===== src/rtl/cr16_datapath_controller.sv =====
`default_nettype none
// +--------------------------------------------------------------------------+
// | cr16_datapath_controller                                                 |
// | Sequences 16-bit instructions into cr16_datapath control inputs.         |
// | Rev 1.0 - initial release                                                |
// +--------------------------------------------------------------------------+
module cr16_datapath_controller #(
  parameter int DATA_WIDTH = 16,
  parameter int NUM_REGS   = 16
) (
  input  logic                  I_CLK,
  input  logic                  I_NRESET,
  input  logic                  I_ENABLE,
  input  logic [DATA_WIDTH-1:0] I_INSTR,
  input  logic                  I_INSTR_VALID,
  output logic                  O_INSTR_READY,
  input  logic [DATA_WIDTH-1:0] I_DP_RESULT_BUS,
  input  logic [4:0]            I_DP_STATUS_FLAGS,
  output logic [3:0]            O_DP_OPCODE,
  output logic [3:0]            O_DP_REG_A_SELECT,
  output logic [3:0]            O_DP_REG_B_SELECT,
  output logic [DATA_WIDTH-1:0] O_DP_IMMEDIATE,
  output logic                  O_DP_IMMEDIATE_SELECT,
  output logic [NUM_REGS-1:0]   O_DP_REG_WRITE_ENABLE,
  output logic [DATA_WIDTH-1:0] O_RESULT,
  output logic [4:0]            O_FLAGS,
  output logic                  O_DONE,
  output logic                  O_ERROR,
  output logic [DATA_WIDTH-1:0] O_INSTR_COUNT
);

  typedef enum logic [2:0] {
    S_IDLE      = 3'd0,
    S_FETCH_IMM = 3'd1,
    S_EXEC      = 3'd2,
    S_WB        = 3'd3,
    S_DONE      = 3'd4,
    S_ERR       = 3'd5
  } state_t;

  state_t                r_state;
  logic [3:0]            r_op;
  logic [3:0]            r_rdest;
  logic [3:0]            r_rsrc;
  logic                  r_imm_en;
  logic                  r_nowb;
  logic [DATA_WIDTH-1:0] r_imm;
  logic [DATA_WIDTH-1:0] r_result;
  logic [4:0]            r_flags;
  logic [DATA_WIDTH-1:0] r_count;
  logic                  w_write;

  always_ff @(posedge I_CLK or negedge I_NRESET) begin
    if (!I_NRESET) begin
      r_state  <= S_IDLE;
      r_op     <= '0;
      r_rdest  <= '0;
      r_rsrc   <= '0;
      r_imm_en <= 1'b0;
      r_nowb   <= 1'b0;
      r_imm    <= '0;
      r_result <= '0;
      r_flags  <= '0;
      r_count  <= '0;
    end else if (I_ENABLE) begin
      case (r_state)
        S_IDLE: begin
          if (I_INSTR_VALID) begin
            r_op     <= I_INSTR[15:12];
            r_rdest  <= I_INSTR[11:8];
            r_rsrc   <= I_INSTR[7:4];
            r_imm_en <= I_INSTR[0];
            r_nowb   <= I_INSTR[1];
            if (I_INSTR[3:2] != 2'b00) r_state <= S_ERR;
            else if (I_INSTR[0])       r_state <= S_FETCH_IMM;
            else                       r_state <= S_EXEC;
          end
        end
        S_FETCH_IMM: begin
          if (I_INSTR_VALID) begin
            r_imm   <= I_INSTR;
            r_state <= S_EXEC;
          end
        end
        // EXEC is the datapath settle cycle; nothing is written yet.
        S_EXEC: r_state <= S_WB;
        S_WB: begin
          r_result <= I_DP_RESULT_BUS;
          r_flags  <= I_DP_STATUS_FLAGS;
          r_count  <= r_count + 1'b1;
          r_state  <= S_DONE;
        end
        S_DONE:  r_state <= S_IDLE;
        S_ERR:   r_state <= S_IDLE;
        default: r_state <= S_IDLE;
      endcase
    end
  end

  // Gating with I_ENABLE ties the write to the single enabled WB edge.
  assign w_write = I_ENABLE && (r_state == S_WB) && !r_nowb;

  assign O_DP_REG_WRITE_ENABLE = w_write ? (NUM_REGS'(1) << r_rdest) : '0;
  assign O_INSTR_READY         = I_ENABLE && ((r_state == S_IDLE) || (r_state == S_FETCH_IMM));
  assign O_DP_OPCODE           = r_op;
  assign O_DP_REG_A_SELECT     = r_rdest;
  assign O_DP_REG_B_SELECT     = r_rsrc;
  assign O_DP_IMMEDIATE        = r_imm;
  assign O_DP_IMMEDIATE_SELECT = r_imm_en;
  assign O_RESULT              = r_result;
  assign O_FLAGS               = r_flags;
  assign O_DONE                = (r_state == S_DONE);
  assign O_ERROR               = (r_state == S_ERR);
  assign O_INSTR_COUNT         = r_count;

endmodule
`default_nettype wire


===== config.mk =====
export PLATFORM = sky130hd
export DESIGN_NAME = cr16_datapath_controller
export DESIGN_NICKNAME = d
export VERILOG_FILES = /design/src/rtl/cr16_datapath_controller.sv
export SDC_FILE = /design/constraint.sdc
export NUM_CORES = 1
export LEC_CHECK = 0
export CAP_MARGIN = 20
export CORE_MARGIN = 1
export CORE_UTILIZATION = 43
export CTS_CLUSTER_SIZE = 24
export DETAILED_ROUTE_END_ITERATION = 8
export GPL_TIMING_DRIVEN = 0
export PLACE_DENSITY_LB_ADDON = 0.12
export SLEW_MARGIN = 15
export SYNTH_ARGS = -nofsm -noshare
export SYNTH_HDL_FRONTEND = slang
export SYNTH_SLANG_ARGS = --single-unit

===== constraint.sdc =====
create_clock -name I_CLK -period 2.24 [get_ports I_CLK]
set_input_delay 0.448 -clock I_CLK [delete_from_list [all_inputs] [get_ports I_CLK]]
set_output_delay 0.448 -clock I_CLK [all_outputs]
set_load 0.005 [all_outputs]

Figure 1. The metal 1 layer (run 1).
The bar under the picture is 20 um long. Supply wires on this layer in gray.
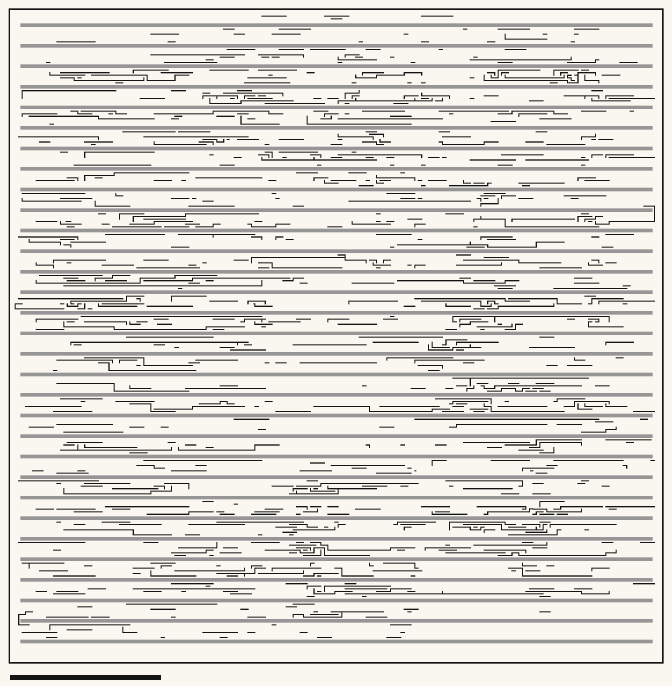
longest straight run	26.2 um
wire length on this layer	3,180 um
main direction	horizontal
nets with wire on the layer	386
share of all routed wire	43%

Figure 2. Clock wiring as the flow saved it (run 1).
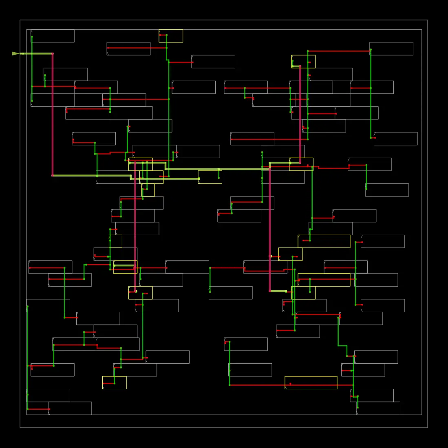
clk_lat worst skew: 0.34 ns
TritonCTS Sinks: 70
Num CTS Buffers: 9

Figure 3. M2 wires (run 1).
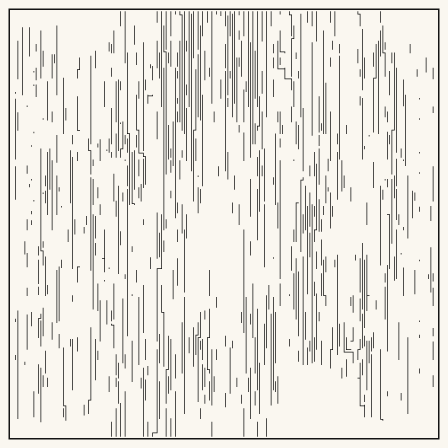
main direction	vertical
nets with wire on the layer	403
share of all routed wire	47%
wire length on this layer	3,490 um
longest straight run	32.6 um

Figure 4. Gate families picked out (run 1).
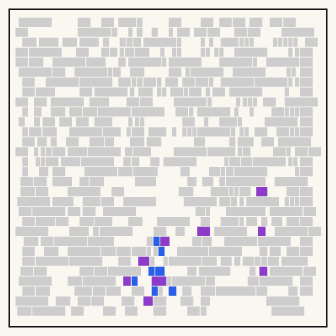
family	color	cells	where
and/or cells	purple	9	bottom middle
aoi and oai cells	blue	7	bottom middle
most instantiated logic cell after routing: clkdlybuf4s50_1
multi-input combinational area share: 26.5%
Non-Filler Instances: 522

==> qor.txt, run 1 <==
commonest cells in the netlist: 78 x nand2_1, 70 x dfrtp_1, 20 x mux2_2
vias per inst: 4.73
worst path required time: 1.79 ns
worst-margin pin slew: 0.425 ns
Slew Viols, Final: 0
reg2reg setup slack: 0.47 ns
status: finished, final reports clean
met3 routed WL: 570 um
Floorplan Nets: 310
Syn Area/Cell: 11.4 um^2
dominant logic cell types in the final layout: 107 x clkdlybuf4s50_1, 76 x nand2_1, 70 x dfrtp_1
Top Metal Used: met4
residual DRC count: 0
global route overflow: 0
GP Congestion: 0.747
Final Hold Violation Tally: 0
row cnt: 30
WP data arrival: 1.79 ns
htree depth: 3
CP Class: reg -> out
sequential share of the synthesized area: 57.3%
CTS Buffer Depth: 2
worst min path class: in -> async
Buffers on Ports: 124
DR WL met2: 3490 um
Max-Slew Margin vs Limit: 71.7%
cells in synth_stat.txt: 268
Final nets: 463
via count: 2,471
Core ar.: 6830 um^2
unrepaired setup endpoints after global routing: true
Setup crit end: O_DP_REG_WRITE_ENABLE[8]
area leader, netlist: dfrtp_1
FP Util: 44.8%
Cell Type Count: 35
CTS tree: done
minimum clock period: 2.23 ns
final hold slack: 0.0244 ns
Syn. warnings: 0
drt wl/cell: 14.1 um
VDD IR max: 0.000722 V
die height: 86.3 um
Critical Path Start Type: register
first-pass GRT wire length: 11,700 um
die width: 86.3 um
# setup viols final: 0
Mapped Area: 3060 um^2
Mapped Cells: 268
EDFF count, synth: 0
Dominant cell area share: 57.3%
asr flop ratio synth: 100%
DR pass1 iterations: 4
Reg clk slew, reported paths: 0.08 ns
largest net degree at the start of global routing: 43
leakage: 2.24 nW
critical path peak fanout: 4
ANT cells: 0
Chip Area, Yosys: 3060 um^2
die area: 7450 um^2
Setup crit end kind: output pin
wl on met1: 3180 um
fraction of layout cells with a size suffix above 1: 25.6%
final wirelength: 7360 um
r2r startpoint: r_state[1]
most numerous cell in the Yosys netlist: nand2_1
Top cells by area: dfrtp_1 57%, nand2_1 9.6%, mux2_2 7.4%
dpl hpwl: 5150 um
IO Pins: 126
number of global-route vias before repair: 2,432
Routed Antenna Nets: 0
GRT Overall Usage: 20.5%
post-placement cell count: 489
Synth flops: 70
Layout area overhead: 58.6%
end of the worst register-to-register path: O_DP_IMMEDIATE[14]
Worst Reg-to-Reg Cells: 8
Tcrit/Tclk final: 99.8%
CTS root buffer: clkbuf_8
antenna violations before repair: 0
fmax: 0.448 GHz
clk_skew: 0.00724 ns
Dominant Register Cell: dfrtp_1
fill cell count: 544
# Max-Cap Violations: 0
Pwr Density: 1160 nW/um^2
tool warnings: 28
DRT iter0 DRCs: 80
Worst setup startpoint: r_state[2]
[run 1: what timing repair did]
item,in CTS,in global routing
hold buffers,0,0
endpoints found under the setup margin,16,17
pin swaps,12,9
setup buffers,11,7
gates resized,74,15
[run 1: where the power goes]
part	internal (W)	total [W]	switching, W
clock	0.000801	0.00128	0.000477
sequential	0.00176	0.00212	0.000366
combinational	0.00146	0.00223	0.000772
[run 1: flip-flops by register name, indices dropped and copies added (netlist names)]
| name | count |
|---|---|
| O_DP_IMMEDIATE | 16 |
| O_INSTR_COUNT | 16 |
| O_RESULT | 16 |
| O_FLAGS | 5 |
| O_DP_OPCODE | 4 |
| O_DP_REG_A_SELECT | 4 |
| O_DP_REG_B_SELECT | 4 |
| r_state | 3 |
| O_DP_IMMEDIATE_SELECT | 1 |
| r_nowb | 1 |
[run 1: kinds of logic (layout without fill, tap and decap cells)]
group           after synthesis  after routing  synth area share, %
simple gates                129            129                 20.7
compound gates                7              7                 1.27
mux                          32             32                 12.9
flops                        70             70                 57.3
xor+xnor                     15             15                 4.30
buf+inv                      14            172                 3.15
fa+ha+maj                     1              1                0.409
[run 1: stage by stage]
step	cell area (um^2)	setup TNS, ns	worst slack (ns)	total power, W	util [%]
after floorplan	3060	0	0.398	0.00296	-
after global placement	4420	-120.72	-1.68	0.00416	64.7
after detailed placement	4440	-3.75	-0.329	0.00422	64.9
after CTS	4750	-0.240	-0.0710	0.00560	69.6
after global routing	4850	-0.430	-0.114	0.00597	71.0
final	4850	0	0.00555	0.00563	71.0
[run 1: worst max-delay path, cell delays in order, from the launching register on]
cell and delay [ns]:
dfrtp_1 0.38, nand4b_4 0.21, buf_6 0.15, nor3_4 0.13, nand2_2 0.13, buf_6 0.15, nor3_4 0.16, buf_2 0.14
[run 1: routing by layer]
metal  vias up  global-route usage [%]
li1       1192                       -
met1      1181                    25.5
met2        86                    33.8
met3        12                    6.57
met4         0                    7.27
met5         -                       0
[run 1: cell type report]
class                      instances  area (um^2)  area share, %
buffer                            12         93.8           1.93
inverter                           1         3.75         0.0774
sequential                        70         1750           36.1
clock buffer                      11          151           3.12
clock inverter                     5          105           2.17
multi-input combinational        184         1290           26.5
tap                               96          120           2.48
timing repair buffer             143         1340           27.6
[run 1: worst min-delay path by stage]
stage | start | to | slack [ns] | cells after the start
after floorplan | I_NRESET | O_DP_IMMEDIATE[0] | 0.15 | 0
after global placement | O_FLAGS[2] | O_FLAGS[2] | 0.46 | 2
after detailed placement | I_NRESET | O_INSTR_COUNT[15] | 0.40 | 1
after CTS | I_NRESET | O_INSTR_COUNT[14] | 0.03 | 1
after global routing | I_NRESET | O_INSTR_COUNT[15] | 0.05 | 1
final | I_NRESET | O_INSTR_COUNT[15] | 0.02 | 1
==> run 1 -> run 2 <==
--- a/config.mk
+++ b/config.mk
@@ -12,7 +12,7 @@
 export DETAILED_ROUTE_END_ITERATION = 8
 export GPL_TIMING_DRIVEN = 0
 export PLACE_DENSITY_LB_ADDON = 0.12
-export SLEW_MARGIN = 15
+export SLEW_MARGIN = 30
 export SYNTH_ARGS = -nofsm -noshare
 export SYNTH_HDL_FRONTEND = slang
 export SYNTH_SLANG_ARGS = --single-unit
Figure 5. The metal 1 layer (run 2).
The bar under the picture is 20 um long. Supply wires on this layer in gray.
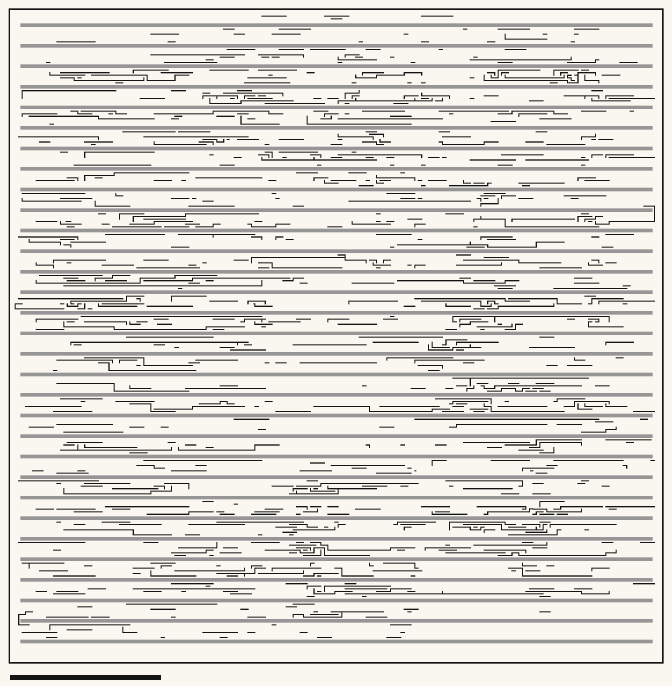
share of all routed wire	43%
nets with wire on the layer	386
longest straight run	26.2 um
wire length on this layer	3,180 um
main direction	horizontal
GR Util met1: 25.5%
final wirelength: 7360 um

Figure 6. Clock wiring as the flow saved it (run 2).
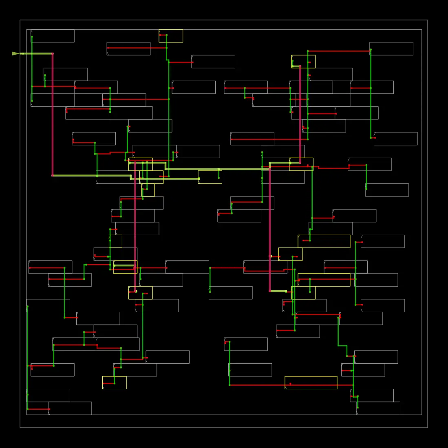
clock buffer count: 11
Clock net power: 0.00128 W

==> run 2 against run 1 <==
  * Clock-buffer cell count unchanged
  * Worst hold slack stayed put
  * Die area stayed put
  * Combinational power barely moved
  * Critical path type unchanged
  * Clock power about the same
  * Sequential power barely moved
  * Critical path depth stayed put
  * Clock skew did not move
  * Maximum frequency unchanged
==> qor.txt, run 2 <==
Final Power: 0.00563 W (unchanged)
Routed Antenna Nets: 0 (unchanged)
Top cells by area: dfrtp_1 57%, nand2_1 9.6%, mux2_2 7.4%
worst min path class: in -> async
drt wl/cell: 14.1 um (unchanged)
Max-Slew Margin vs Limit: 71.7% (unchanged)
unrepaired setup endpoints after global routing: true
DR pass1 iterations: 4 (unchanged)
antenna violations before repair: 0 (unchanged)
most instantiated logic cell after routing: clkdlybuf4s50_1
row cnt: 30 (unchanged)
Worst Reg-to-Reg Cells: 8 (unchanged)
Chip Area, Yosys: 3060 um^2 (unchanged)
CTS Buffer Depth: 2 (unchanged)
DRT iter0 DRCs: 80 (unchanged)
Mapped Cells: 268 (unchanged)
area leader, netlist: dfrtp_1
die height: 86.3 um (unchanged)
FP Util: 44.8% (unchanged)
first-pass GRT wire length: 11,700 um (unchanged)
sequential share of the synthesized area: 57.3% (unchanged)
CP Class: reg -> out
fill cell count: 544 (unchanged)
reg2reg setup slack: 0.47 ns (about the same)
IO Pins: 126 (unchanged)
Final nets: 463 (unchanged)
Slew Viols, Final: 0 (unchanged)
Final Hold Violation Tally: 0 (unchanged)
CTS Hold Bufs: 0 (unchanged)
Buffers on Ports: 124 (unchanged)
Worst setup startpoint: r_state[2]
Tcrit/Tclk final: 99.8% (unchanged)
Setup crit end: O_DP_REG_WRITE_ENABLE[8]
die width: 86.3 um (unchanged)
Dominant Register Cell: dfrtp_1
critical path peak fanout: 4 (unchanged)
cells in synth_stat.txt: 268 (unchanged)
# Max-Cap Violations: 0 (unchanged)
die area: 7450 um^2 (unchanged)
Syn Area/Cell: 11.4 um^2 (unchanged)
GRT Overall Usage: 20.5% (unchanged)
# setup viols final: 0 (unchanged)
WP data arrival: 1.79 ns (about the same)
Setup crit end kind: output pin
dominant logic cell types in the final layout: 107 x clkdlybuf4s50_1, 76 x nand2_1, 70 x dfrtp_1
largest net degree at the start of global routing: 43 (unchanged)
GP Congestion: 0.747 (unchanged)
Dominant cell area share: 57.3% (unchanged)
commonest cells in the netlist: 78 x nand2_1, 70 x dfrtp_1, 20 x mux2_2
Layout area overhead: 58.6% (unchanged)
CTS root buffer: clkbuf_8
global route overflow: 0 (unchanged)
fmax: 0.448 GHz (unchanged)
dpl hpwl: 5150 um (unchanged)
residual DRC count: 0 (unchanged)
number of global-route vias before repair: 2,432 (unchanged)
leakage: 2.24 nW (unchanged)
end of the worst register-to-register path: O_DP_IMMEDIATE[14]
most numerous cell in the Yosys netlist: nand2_1
Mapped Area: 3060 um^2 (unchanged)
r2r startpoint: r_state[1]
status: finished, final reports clean
asr flop ratio synth: 100% (unchanged)
Core ar.: 6830 um^2 (unchanged)
Reg clk slew, reported paths: 0.08 ns (about the same)
minimum clock period: 2.23 ns (unchanged)
Floorplan Nets: 310 (unchanged)
Cell Type Count: 35 (unchanged)
tool warnings: 28 (unchanged)
CTS tree: done
vias per inst: 4.73 (unchanged)
worst path required time: 1.79 ns (about the same)
Setup TNS Final: 0 ns (unchanged)
Synth flops: 70 (unchanged)
Num CTS Buffers: 9 (unchanged)
clk_lat worst skew: 0.34 ns (about the same)
TritonCTS Sinks: 70 (unchanged)
fraction of layout cells with a size suffix above 1: 25.6% (unchanged)
htree depth: 3 (unchanged)
worst-margin pin slew: 0.425 ns (unchanged)
Pwr Density: 1160 nW/um^2 (unchanged)
ANT cells: 0 (unchanged)
clk_skew: 0.00724 ns (unchanged)
VDD IR max: 0.000722 V (unchanged)
EDFF count, synth: 0 (unchanged)
Syn. warnings: 0 (unchanged)
Critical Path Start Type: register
via count: 2,471 (unchanged)
## run 2: cell counts in the layout (fill, tap and decap cells not counted)
Identical to the previous run, type by type.
## run 2: final cells by class
| cell class | count | area [um^2] | area share, % |
|---|---|---|---|
| flip-flops and latches | 70 | 1750 | 36.1 |
| repair buffers | 143 | 1340 | 27.6 |
| multi-input cells | 184 | 1290 | 26.5 |
| clock buffers | 11 | 151 | 3.12 |
| well taps | 96 | 120 | 2.48 |
| clock inverters | 5 | 105 | 2.17 |
| plain buffers | 12 | 93.8 | 1.93 |
| inverters | 1 | 3.75 | 0.0774 |
## run 2: cell families after synthesis
kind of cell | Yosys count | share of synthesized area (%)
compound gates | 7 | 1.27
xor+xnor | 15 | 4.30
mux | 32 | 12.9
fa+ha+maj | 1 | 0.409
simple gates | 129 | 20.7
buf+inv | 14 | 3.15
flops | 70 | 57.3
## run 2: repair_timing
action	in CTS	in global routing
setup buffers	11	7
pin swaps	12	9
gates resized	74	15
endpoints found under the setup margin	16	17
## run 2: worst min path at each step
stage	depth (start not counted)	slack (ns)	endpoint	from
2_1_floorplan	0	0.15	O_DP_IMMEDIATE[0]	I_NRESET
3_3_place_gp	2	0.46	O_FLAGS[2]	O_FLAGS[2]
3_5_place_dp	1	0.40	O_INSTR_COUNT[15]	I_NRESET
4_1_cts	1	0.03	O_INSTR_COUNT[14]	I_NRESET
5_1_grt	1	0.05	O_INSTR_COUNT[15]	I_NRESET
6_report	1	0.02	O_INSTR_COUNT[15]	I_NRESET
## run 2: critical path: stages, from the launching register on
cell and delay, ns:
dfrtp_1 0.38, nand4b_4 0.21, buf_6 0.15, nor3_4 0.13, nand2_2 0.13, buf_6 0.15
nor3_4 0.16, buf_2 0.14
## run 2: through the flow
step / cell area [um^2] / instances / worst slack, ns / hold WS (ns) / util (%)
after global placement: 4420 / 488 / -1.68 / 0.457 / 64.7
after floorplan: 3060 / 268 / 0.398 / 0.152 / -
after CTS: 4750 / 516 / -0.0710 / 0.0331 / 69.6
after detailed placement: 4440 / 489 / -0.329 / 0.397 / 64.9
after global routing: 4850 / 522 / -0.114 / 0.0515 / 71.0
final: 4850 / 522 / 0.00555 / 0.0244 / 71.0
## run 2: report_power, final
| group | internal (W) | switching (W) | leakage (nW) |
|---|---|---|---|
| logic | 0.00146 | 0.000772 | 1.23 |
| clock network | 0.000801 | 0.000477 | 0.122 |
| registers | 0.00176 | 0.000366 | 0.884 |
| total | 0.00401 | 0.00161 | 2.24 |
## run 2: metal layers
metal	GRT usage, %	vias to the layer above	share of wire [%]
met5	0	-	0
met4	7.27	0	1.7
met3	6.57	12	7.7
met2	33.8	86	47
met1	25.5	1181	43
li1	-	1192	-
Figure 7. Metal 3 (run 2).
The bar under the picture is 20 um long.
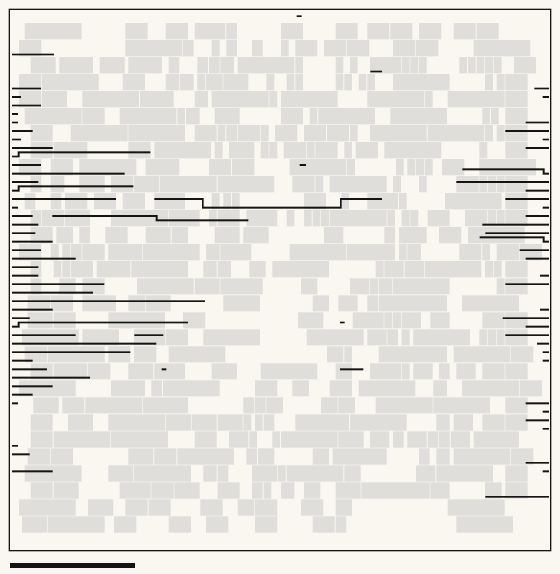

==> run 2 -> run 3 <==
--- a/config.mk
+++ b/config.mk
@@ -7,7 +7,7 @@
 export LEC_CHECK = 0
 export CAP_MARGIN = 20
 export CORE_MARGIN = 1
-export CORE_UTILIZATION = 43
+export CORE_UTILIZATION = 30
 export CTS_CLUSTER_SIZE = 24
 export DETAILED_ROUTE_END_ITERATION = 8
 export GPL_TIMING_DRIVEN = 0
==> constraint.sdc (replaced) <==
create_clock -name I_CLK -period 2.7 [get_ports I_CLK]
set_input_delay 0.54 -clock I_CLK [delete_from_list [all_inputs] [get_ports I_CLK]]
set_output_delay 0.54 -clock I_CLK [all_outputs]
set_load 0.005 [all_outputs]
Figure 8. Metal 3 (run 3).
The bar under the picture is 20 um long.
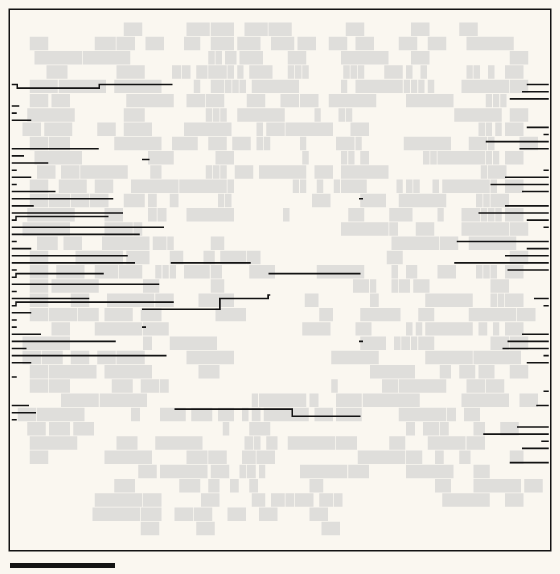
nets with wire on the layer	74
wire length on this layer	709 um
via count: 2,407
final wirelength: 7350 um
grt met3 use: 6.71%

==> run 3 against run 2 <==
  * Critical path depth increased by 1
  * Setup slack gained 0.11 ns
  * Clock power shrank 36%
  * Non-clock buffer count is 9 lower
  * Routed wire length barely moved
  * Design area down 1.1%
  * Worst hold slack improved by 0.10 ns
  * Synthesized area unchanged
  * First-iteration DRC count shrank 56%
  * Flip-flop count unchanged
  * Largest power group unchanged
  * Highest routed layer unchanged
==> qor.txt, run 3 <==
status: finished, final reports clean
XOR-XNOR Cells, Area Fraction: 4.30% (unchanged)
CTS tree: done
asr flop ratio synth: 100% (unchanged)
Core ar.: 9820 um^2 (+44%)
Top cells by area: dfrtp_1 57%, nand2_1 9.6%, mux2_2 7.4%
met2 usage: 22.2% (-12 points)
# setup viols final: 0 (unchanged)
grt peak-use layer: met2
EDFF count, synth: 0 (unchanged)
Synth flops: 70 (unchanged)
CTS Buffer Depth: 2 (unchanged)
Synth logic family: simple AND/OR/NAND/NOR gates
yosys adder share: 0.409% (unchanged)
Dominant Register Cell: dfrtp_1
GR Util met1: 17.8% (-7.7 points)
first-pass GRT wire length: 11,500 um (-1.8%)
TritonCTS Sinks: 70 (unchanged)
leakage: 2.37 nW (+6.0%)
Slew Viols, Final: 0 (unchanged)
Tcrit/Tclk final: 95.7%
Buffers on Ports: 124 (unchanged)
residual DRC count: 0 (unchanged)
antenna violations before repair: 0 (unchanged)
Num CTS Buffers: 9 (unchanged)
post-placement cell count: 526 (+7.6%)
Final Hold Violation Tally: 0 (unchanged)
reg2reg setup slack: 0.93 ns (+0.46 ns)
CP Class: reg -> out
fmax: 0.387 GHz
Multiplexer share: 12.9% (unchanged)
row cnt: 36 (+20%)
cells in synth_stat.txt: 268 (unchanged)
vias per inst: 4.38 (-7.4%)
GP Congestion: 0.725 (-3.1%)
Max-Slew Margin vs Limit: 70.6% (-1.1 points)
worst path required time: 2.16 ns (+0.37 ns)
dpl hpwl: 5300 um (+2.8%)
Worst Reg-to-Reg Cells: 6 (-2)
Setup crit end kind: output pin
drt wl/cell: 13.4 um (-5.0%)
FP Util: 31.1% (-14 points)
Dominant cell area share: 57.3% (unchanged)
WP data arrival: 2.04 ns (+0.25 ns)
sequential share of the synthesized area: 57.3% (unchanged)
# Max-Cap Violations: 0 (unchanged)
minimum clock period: 2.58 ns
Critical Path Start Type: register
largest net degree at the start of global routing: 41 (-4.7%)
clk_lat worst skew: 0.34 ns (about the same)
most instantiated logic cell after routing: clkdlybuf4s50_1
most numerous cell in the Yosys netlist: nand2_1
DR pass1 iterations: 4 (unchanged)
Reg clk slew, reported paths: 0.08 ns (about the same)
die width: 103 um (+19%)
Floorplan Nets: 310 (unchanged)
die height: 103 um (+19%)
tool warnings: 27 (-3.6%)
Final nets: 454 (-1.9%)
number of global-route vias before repair: 2,365 (-2.8%)
CTS root buffer: clkbuf_8
Synth Area in Compound Gates: 1.27% (unchanged)
Figure 9. Clock wiring as the flow saved it (run 3).
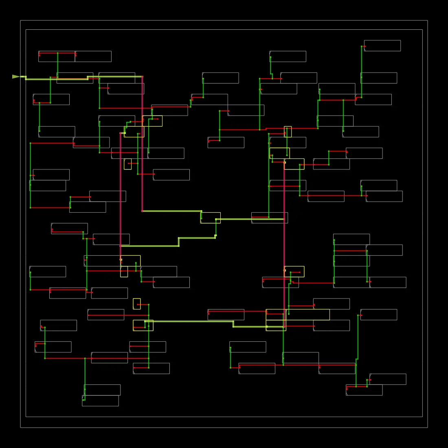
clock buffer count: 10
Clock net power: 0.000824 W
flip-flops: 70
clk_skew: 0.00853 ns

[run 3: how the worst max path moves through the flow]
stage / cells after the start / slack [ns] / start / to
detailed placement: 7 / -0.09 / I_ENABLE / O_DP_REG_WRITE_ENABLE[0]
CTS: 7 / -0.07 / r_state[2] / O_DP_REG_WRITE_ENABLE[1]
global route: 8 / -0.01 / r_state[2] / O_DP_REG_WRITE_ENABLE[8]
finish: 8 / 0.12 / r_state[2] / O_DP_REG_WRITE_ENABLE[8]
global placement: 1 / -1.46 / I_NRESET / O_DP_OPCODE[2]
floorplan: 6 / 0.67 / I_ENABLE / O_DP_REG_WRITE_ENABLE[0]
[run 3: through the flow]
step	power [W]	worst slack (ns)
finish	0.00434	0.117
global route	0.00466	-0.0125
CTS	0.00438	-0.0729
detailed placement	0.00350	-0.0870
global placement	0.00348	-1.46
floorplan	0.00245	0.674
[run 3: routing by layer]
metal / wire [um] / vias to the layer above
met5: 0 / -
met4: 107 / 0
met3: 708 / 9
met2: 3290 / 81
met1: 3240 / 1142
li1: - / 1175
[run 3: power by group]
| group | total, W | internal [W] | switching [W] |
|---|---|---|---|
| sequential | 0.00173 | 0.00146 | 0.000276 |
| clock | 0.000824 | 0.000440 | 0.000384 |
| combinational | 0.00178 | 0.00117 | 0.000616 |
| total | 0.00434 | 0.00306 | 0.00128 |
[run 3: kinds of logic (layout without fill, tap and decap cells)]
kind of cell	count (synthesis)	in the layout
AOI/OAI and AO/OA	7	7
xor gates and xnor gates	15	15
adders and majority gates	1	1
buffers and inverters	14	162
DFF	70	70
muxes	32	32
and+or+nand+nor	129	129
[run 3: timing repair]
action	4_1_cts	5_1_grt
pin swaps	0	2
gates resized	11	21
setup endpoints to repair	16	14
setup buffers	3	5
[run 3: area by class of cell]
class	instances	area share, %
Buffer	13	2.14
Multi-Input combinational cell	184	26.0
Clock inverter	5	1.04
Inverter	1	0.0782
Clock buffer	10	2.87
Sequential cell	70	36.5
Tap cell	133	3.47
Timing Repair Buffer	133	27.8
[run 3: worst max-delay path, cell delays in order, from the launching register on]
cell           delay [ns]
dfrtp_1              0.38
buf_6                0.14
nand4b_4             0.21
buf_8                0.16
nor3_4               0.18
nand2_2              0.11
buf_4                0.15
nor3_1               0.11
dlygate4sd2_1        0.26
No activity file was given, so power comes from the tool's default toggle rates.
